port_nets.png
Scale bar: 20 um.
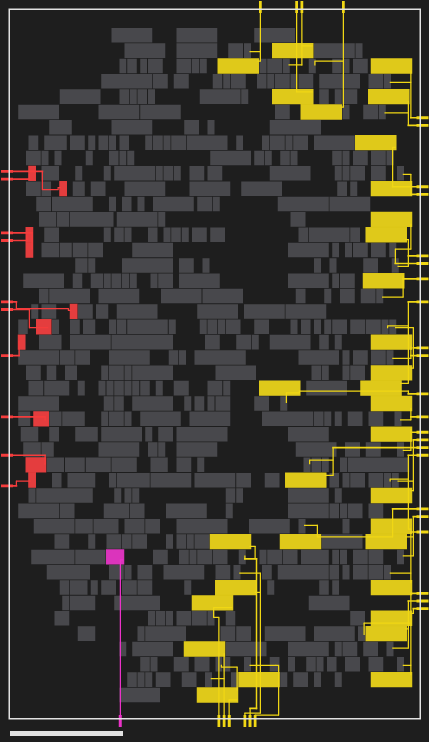
final_placement.png
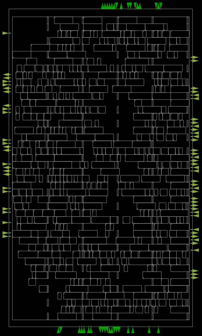
drive_strength.png
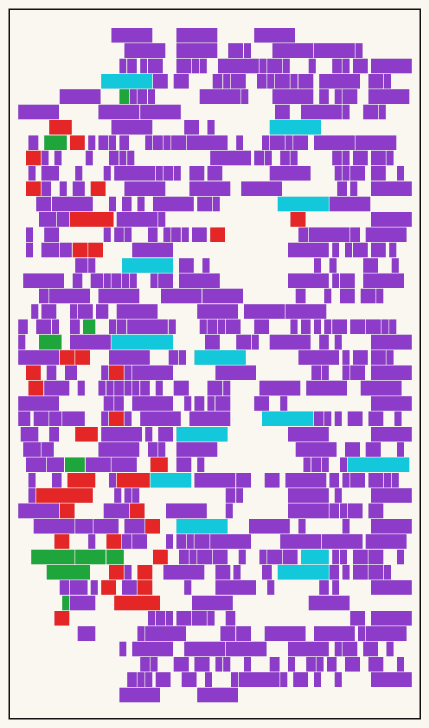
===== src/rtl/insn_fetch_ctrl_if.sv =====
// Fetch-side bus: memory address/data, redirect request and the decode handshake.
// The master modport is the fetch controller; slave is the memory/decode environment.
interface insn_fetch_ctrl_if #(
   parameter int MEM_ADDR = 10,
   parameter int LEN_REG  = 32
);
   logic                fetch_en;
   logic [MEM_ADDR-1:0] mem_a;
   logic [LEN_REG-1:0]  mem_q;
   logic                redirect_valid;
   logic [MEM_ADDR-1:0] redirect_pc;
   logic                insn_valid;
   logic                insn_ready;
   logic [LEN_REG-1:0]  insn;
   logic [MEM_ADDR-1:0] insn_pc;

   modport master (
      input  fetch_en, mem_q, redirect_valid, redirect_pc, insn_ready,
      output mem_a, insn_valid, insn, insn_pc
   );

   modport slave (
      output fetch_en, mem_q, redirect_valid, redirect_pc, insn_ready,
      input  mem_a, insn_valid, insn, insn_pc
   );
endinterface


===== src/rtl/insn_fetch_ctrl.sv =====
// Instruction fetch sequencer: drives a synchronous-read memory one word per cycle
// and hands instructions to decode through a 2-entry {insn, pc} buffer.
module insn_fetch_ctrl #(
   parameter int MEM_ADDR = 10,
   parameter int LEN_REG  = 32,
   parameter int RESET_PC = 0
) (
   input logic clk,
   input logic rst,
   insn_fetch_ctrl_if.master bus
);
   logic [MEM_ADDR-1:0] pc;
   logic                inflight;
   logic [MEM_ADDR-1:0] inflight_pc;
   logic [1:0]          count;
   logic [LEN_REG-1:0]  head_insn, tail_insn;
   logic [MEM_ADDR-1:0] head_pc, tail_pc;

   logic       pop;
   logic       issue;
   logic [2:0] occ;

   assign pop = (count != 2'd0) & bus.insn_ready;
   // Occupancy after this edge, excluding a new issue; pop only when count>=1, so no underflow.
   assign occ   = {1'b0, count} + {2'b0, inflight} - {2'b0, pop};
   assign issue = bus.fetch_en & ~bus.redirect_valid & (occ < 3'd2);

   assign bus.mem_a      = pc;
   assign bus.insn_valid = (count != 2'd0);
   assign bus.insn       = head_insn;
   assign bus.insn_pc    = head_pc;

   always_ff @(posedge clk) begin
      if (rst) begin
         pc          <= MEM_ADDR'(RESET_PC);
         inflight    <= 1'b0;
         inflight_pc <= '0;
         count       <= 2'd0;
         head_insn   <= '0;
         head_pc     <= '0;
         tail_insn   <= '0;
         tail_pc     <= '0;
      end else if (bus.redirect_valid) begin
         pc       <= bus.redirect_pc;
         inflight <= 1'b0;
         count    <= 2'd0;
      end else begin
         inflight <= issue;
         if (issue) begin
            pc          <= pc + MEM_ADDR'(1);
            inflight_pc <= pc;
         end
         // Head is always entry 0; a pop shifts the tail forward.
         case ({inflight, pop})
            2'b10: begin
               if (count == 2'd0) begin
                  head_insn <= bus.mem_q;
                  head_pc   <= inflight_pc;
               end else begin
                  tail_insn <= bus.mem_q;
                  tail_pc   <= inflight_pc;
               end
               count <= count + 2'd1;
            end
            2'b01: begin
               head_insn <= tail_insn;
               head_pc   <= tail_pc;
               count     <= count - 2'd1;
            end
            2'b11: begin
               if (count == 2'd1) begin
                  head_insn <= bus.mem_q;
                  head_pc   <= inflight_pc;
               end else begin
                  head_insn <= tail_insn;
                  head_pc   <= tail_pc;
                  tail_insn <= bus.mem_q;
                  tail_pc   <= inflight_pc;
               end
            end
            default: ;
         endcase
      end
   end
endmodule


===== src/flat_wrapper.sv =====
// flat-port wrapper written by rule: the top's interface ports become plain ports
module insn_fetch_ctrl_flat 
#(
   parameter int MEM_ADDR = 10,
   parameter int LEN_REG  = 32,
   parameter int RESET_PC = 0
)
  (clk, rst, bus_fetch_en, bus_mem_q, bus_redirect_valid, bus_redirect_pc, bus_insn_ready, bus_mem_a, bus_insn_valid, bus_insn, bus_insn_pc);
  insn_fetch_ctrl_if #(.MEM_ADDR(MEM_ADDR), .LEN_REG(LEN_REG)) bus_i ();
  input logic clk;
  input logic rst;
  input wire logic [$bits(bus_i.fetch_en)-1:0] bus_fetch_en;
  input wire logic [$bits(bus_i.mem_q)-1:0] bus_mem_q;
  input wire logic [$bits(bus_i.redirect_valid)-1:0] bus_redirect_valid;
  input wire logic [$bits(bus_i.redirect_pc)-1:0] bus_redirect_pc;
  input wire logic [$bits(bus_i.insn_ready)-1:0] bus_insn_ready;
  output wire logic [$bits(bus_i.mem_a)-1:0] bus_mem_a;
  output wire logic [$bits(bus_i.insn_valid)-1:0] bus_insn_valid;
  output wire logic [$bits(bus_i.insn)-1:0] bus_insn;
  output wire logic [$bits(bus_i.insn_pc)-1:0] bus_insn_pc;
  assign bus_i.fetch_en = bus_fetch_en;
  assign bus_i.mem_q = bus_mem_q;
  assign bus_i.redirect_valid = bus_redirect_valid;
  assign bus_i.redirect_pc = bus_redirect_pc;
  assign bus_i.insn_ready = bus_insn_ready;
  assign bus_mem_a = bus_i.mem_a;
  assign bus_insn_valid = bus_i.insn_valid;
  assign bus_insn = bus_i.insn;
  assign bus_insn_pc = bus_i.insn_pc;
  insn_fetch_ctrl #(.MEM_ADDR(MEM_ADDR), .LEN_REG(LEN_REG), .RESET_PC(RESET_PC)) u_core (.clk(clk), .rst(rst), .bus(bus_i));
endmodule

===== config.mk =====
export PLATFORM = sky130hd
export DESIGN_NAME = insn_fetch_ctrl_flat
export DESIGN_NICKNAME = d
export VERILOG_FILES = /design/src/rtl/insn_fetch_ctrl_if.sv /design/src/rtl/insn_fetch_ctrl.sv /design/src/flat_wrapper.sv
export SDC_FILE = /design/constraint.sdc
export NUM_CORES = 1
export LEC_CHECK = 0
export CORE_ASPECT_RATIO = 1.75
export CORE_MARGIN = 1
export CORE_UTILIZATION = 50
export DETAILED_ROUTE_END_ITERATION = 7
export DONT_BUFFER_PORTS = 1
export PLACE_DENSITY = 0.68
export SLEW_MARGIN = 10
export SYNTH_ARGS = -nofsm -noshare
export SYNTH_HDL_FRONTEND = slang
export SYNTH_SLANG_ARGS = --single-unit

===== constraint.sdc =====
create_clock -name clk -period 2.84 [get_ports clk]
set_input_delay 0.426 -clock clk [delete_from_list [all_inputs] [get_ports clk]]
set_output_delay 0.426 -clock clk [all_outputs]
set_load 0.1 [all_outputs]

==> summary.txt <==
Implementation summary

The run finished with clean final reports. The number of setup buffers added after CTS is 0. The pin count of the biggest net entering global routing is approximately 110. The global routing report lists combined usage of all routing layers as 21.5%. Listed in order, past its start point the critical path passes inv_2 > ha_2 > nor2b_2 > ha_1 > nand2b_4 > fa_1 > and3b_2 > nand2_2 > o311ai_1 > a31oi_4.

STA puts the critical path data required time at 3050 ps. Counting every sink on the clock net gives roughly 110. The main area contributors are sky130_fd_sc_hd__dfxtp_1, sky130_fd_sc_hd__nand2_1, sky130_fd_sc_hd__a22oi_1. The worst-case register-to-register setup slack is approximately 43 ps.

The quantity of I/O buffers inserted on ports is 0. The startpoint type of the worst setup path is a register. In the hold timing report, the worst path depth is 1.

The yosys cell count is around 520. The cell at the slowest stage of the critical path is sky130_fd_sc_hd__fa_1. Per the run summary, max-cap violations total 0. Setup violations remaining at the end of the flow were counted as 0. Yosys mapped a number of flops with a built-in enable equal to 0.

In this run the clock root is driven by a sky130_fd_sc_hd__clkbuf_16. The arrival time of data at the worst endpoint is listed as 3000 ps. Per the detail_route report, the via count comes to around 3500. The clock network power is roughly 1.3 mW. The highest clock rate is around 360 MHz. By startpoint and endpoint, the worst setup path is classified as reg -> reg.

The reported combinational group power is 0.345 mW. The mean routed wirelength per cell is around 15 um. Hold-check failures listed in the final report amount to 0. The die is between 100 and 150 um tall. The worst-case vdd ir drop is between 400 and 500 uV.

The clock latency on the worst-skew pair is 340 ps. The fraction of synthesized cell area in xor and xnor cells is 0.775%. The final antenna-violating net count is 0. For the pin with the worst max-slew slack, the measured transition is 1060 ps. The final layout report lists a filler cell count of around 790. The number of warning messages in the logs is 33. The final setup skew is around 8.7 ps.

The total power per unit cell area is 721 nW/um^2. In the hold report, the worst path ends at u_core.count[0]. The clock period minus worst slack is 2800 ps.

The sequential share of power is roughly 53%. The relative area change from synthesis to final layout is 12.7%. The capture point of the worst reg-to-reg path is u_core.bus.mem_a[7].

The routability congestion estimate is roughly 0.77. The detailed router finished its first iteration with about 170 violations. The clock power share is between 30% and 40%.

Of the synthesized area, sequential elements account for 49.1%. In this run the number of H-tree levels came out at 3. The most frequent standard cell in the layout excluding fill and tap cells is sky130_fd_sc_hd__nand2_1. The total overflow left after global routing is 0. STA lists the startpoint of the worst register-to-register path as u_core.count[1]. The number of antenna violations at the first check in global routing is 0. The timing report notes that buffer and inverter cells on the critical path total 1. The share of synthesized area in the top cell type comes to approximately half.

The fraction of the mapped netlist area in compound gates is between 20% and 30%. The flop and latch count out of synthesis is roughly 110. The main kind of combinational logic by area is AND-OR/OR-AND gates. The via count of the first global-routing pass is about 3500. Looking at the group totals, the largest power group turns out to be sequential cells. The HPWL after detailed placement is just under 6 mm. Dividing the detail-routed via count by the number of cells gives between 5 and 6. The slack of the critical path is about 43 ps. The cell area that synthesis handed to floorplanning was ~4400 sq um. Before placement the cells fill around 52% of the core. The biggest fanout along the worst timing path is 5. The power spent charging and discharging nets is ~1.1 mW.

The report puts the hold buffer count at CTS at 0. The area of the chip is 9110 sq um. The cell count after synthesis came out at just over 500. The headroom to the max-slew limit is approximately 30%.
Back to the opening pictures, port_nets.png:
magenta -> bus_insn_ready  # direction input, edge south, end cells 1, buffers 0, wire 28.2 um
red -> bus_redirect_pc  # direction input, edge west, end cells 10, buffers 0, wire 68.4 um
yellow -> bus_insn  # direction output, edge 22 east, 6 south, 4 north, end cells 32, buffers 0, wire 500 um

Back to the opening pictures, final_placement.png:
total number of tap cells: 115
flip-flops: 107
Core Region: 8370 sq um
# rows: 44
end-of-flow core utilization: 58.7%

Back to the opening pictures, drive_strength.png:
green -> drive 2  # cells 10, share 1.9%
cyan -> drive 6 and up  # cells 13, share 2.5%, most used clkbuf_16
red -> drive 3 to 4  # cells 33, share 6.4%, most used buf_4
purple -> drive 1 or less  # cells 459, share 89%, most used nand2_1

[registers in the layout (all words and copies together), names as in the netlist]
signal and count:
u_core.bus.insn 32, u_core.bus.insn_pc 10, u_core.bus.mem_a 10, u_core.count 2, u_core.inflight 1, u_core.inflight_pc 10
u_core.tail_insn 32, u_core.tail_pc 10
[synthesized netlist by cell type, types with 2 or more instances]
| library cell | instances |
|---|---|
| sky130_fd_sc_hd__o211ai_1 | 3 |
| sky130_fd_sc_hd__xor2_1 | 2 |
| sky130_fd_sc_hd__nor2b_1 | 2 |
| sky130_fd_sc_hd__buf_2 | 12 |
| sky130_fd_sc_hd__nand3_1 | 5 |
| sky130_fd_sc_hd__clkbuf_1 | 30 |
| sky130_fd_sc_hd__a22oi_1 | 44 |
| sky130_fd_sc_hd__a211oi_1 | 42 |
| sky130_fd_sc_hd__a21oi_1 | 58 |
| sky130_fd_sc_hd__a31oi_1 | 4 |
| sky130_fd_sc_hd__or3_1 | 2 |
| sky130_fd_sc_hd__or4_1 | 3 |
| sky130_fd_sc_hd__dfxtp_1 | 107 |
| sky130_fd_sc_hd__nand4_1 | 2 |
| sky130_fd_sc_hd__o311ai_0 | 3 |
| sky130_fd_sc_hd__inv_1 | 10 |
| sky130_fd_sc_hd__ha_1 | 7 |
| sky130_fd_sc_hd__nand2_1 | 115 |
| sky130_fd_sc_hd__mux2_2 | 2 |
| sky130_fd_sc_hd__nor2_1 | 46 |
[per-stage QoR]
stage | cell area, sq um | std cells | total power, mW | hold slack [ps]
after floorplan | 4360 | 518 | 2.19 | 436
after global placement | 4520 | 611 | 2.23 | 435
after detailed placement | 4520 | 611 | 2.24 | 441
after CTS | 4850 | 627 | 3.57 | 141
after global routing | 4910 | 630 | 3.68 | 133
final | 4910 | 630 | 3.54 | 148
[worst reg2reg max path, delay by kind of cell (launching register included)]
kind | cells | cell delay, ps
adder cells (fa/ha/maj) | 3 | 1000
flip-flops | 1 | 340
AND-OR/OR-AND | 2 | 610
buffers and inverters | 1 | 40
AND/OR/NAND/NOR | 4 | 670
[area by class of cell]
class | count | area, sq um | area share, %
sequential | 107 | 2140 | 43.7
multi-input combinational | 358 | 2060 | 42.0
clock buffer | 10 | 239 | 4.87
timing repair buffer | 24 | 193 | 3.92
tap | 115 | 144 | 2.93
clock inverter | 6 | 88.8 | 1.81
inverter | 10 | 37.5 | 0.764
[routing by layer]
layer  share of wire (%)  wire length, um  vias up  track usage (%)
li1                    -                -     1811                -
met1                  39             3650     1622             21.6
met2                  53             5020      100             40.4
met3                 5.9              559       13             5.56
met4                 1.7              164        0             8.77
met5                   0                0        -                0
[worst max-delay path by stage]
stage          slack (ps)       startpoint  depth (start not counted)             endpoint
4_1_cts                20  u_core.count[1]                         10  u_core.bus.mem_a[7]
6_report               40  u_core.count[1]                         10  u_core.bus.mem_a[7]
3_3_place_gp          140  u_core.count[0]                         11  u_core.bus.mem_a[9]
5_1_grt               -70  u_core.count[1]                         10  u_core.bus.mem_a[7]
3_5_place_dp           40  u_core.count[1]                         10  u_core.bus.mem_a[7]
2_1_floorplan          50  u_core.count[1]                         10  u_core.bus.mem_a[7]
Power and IR drop assume default switching activity.
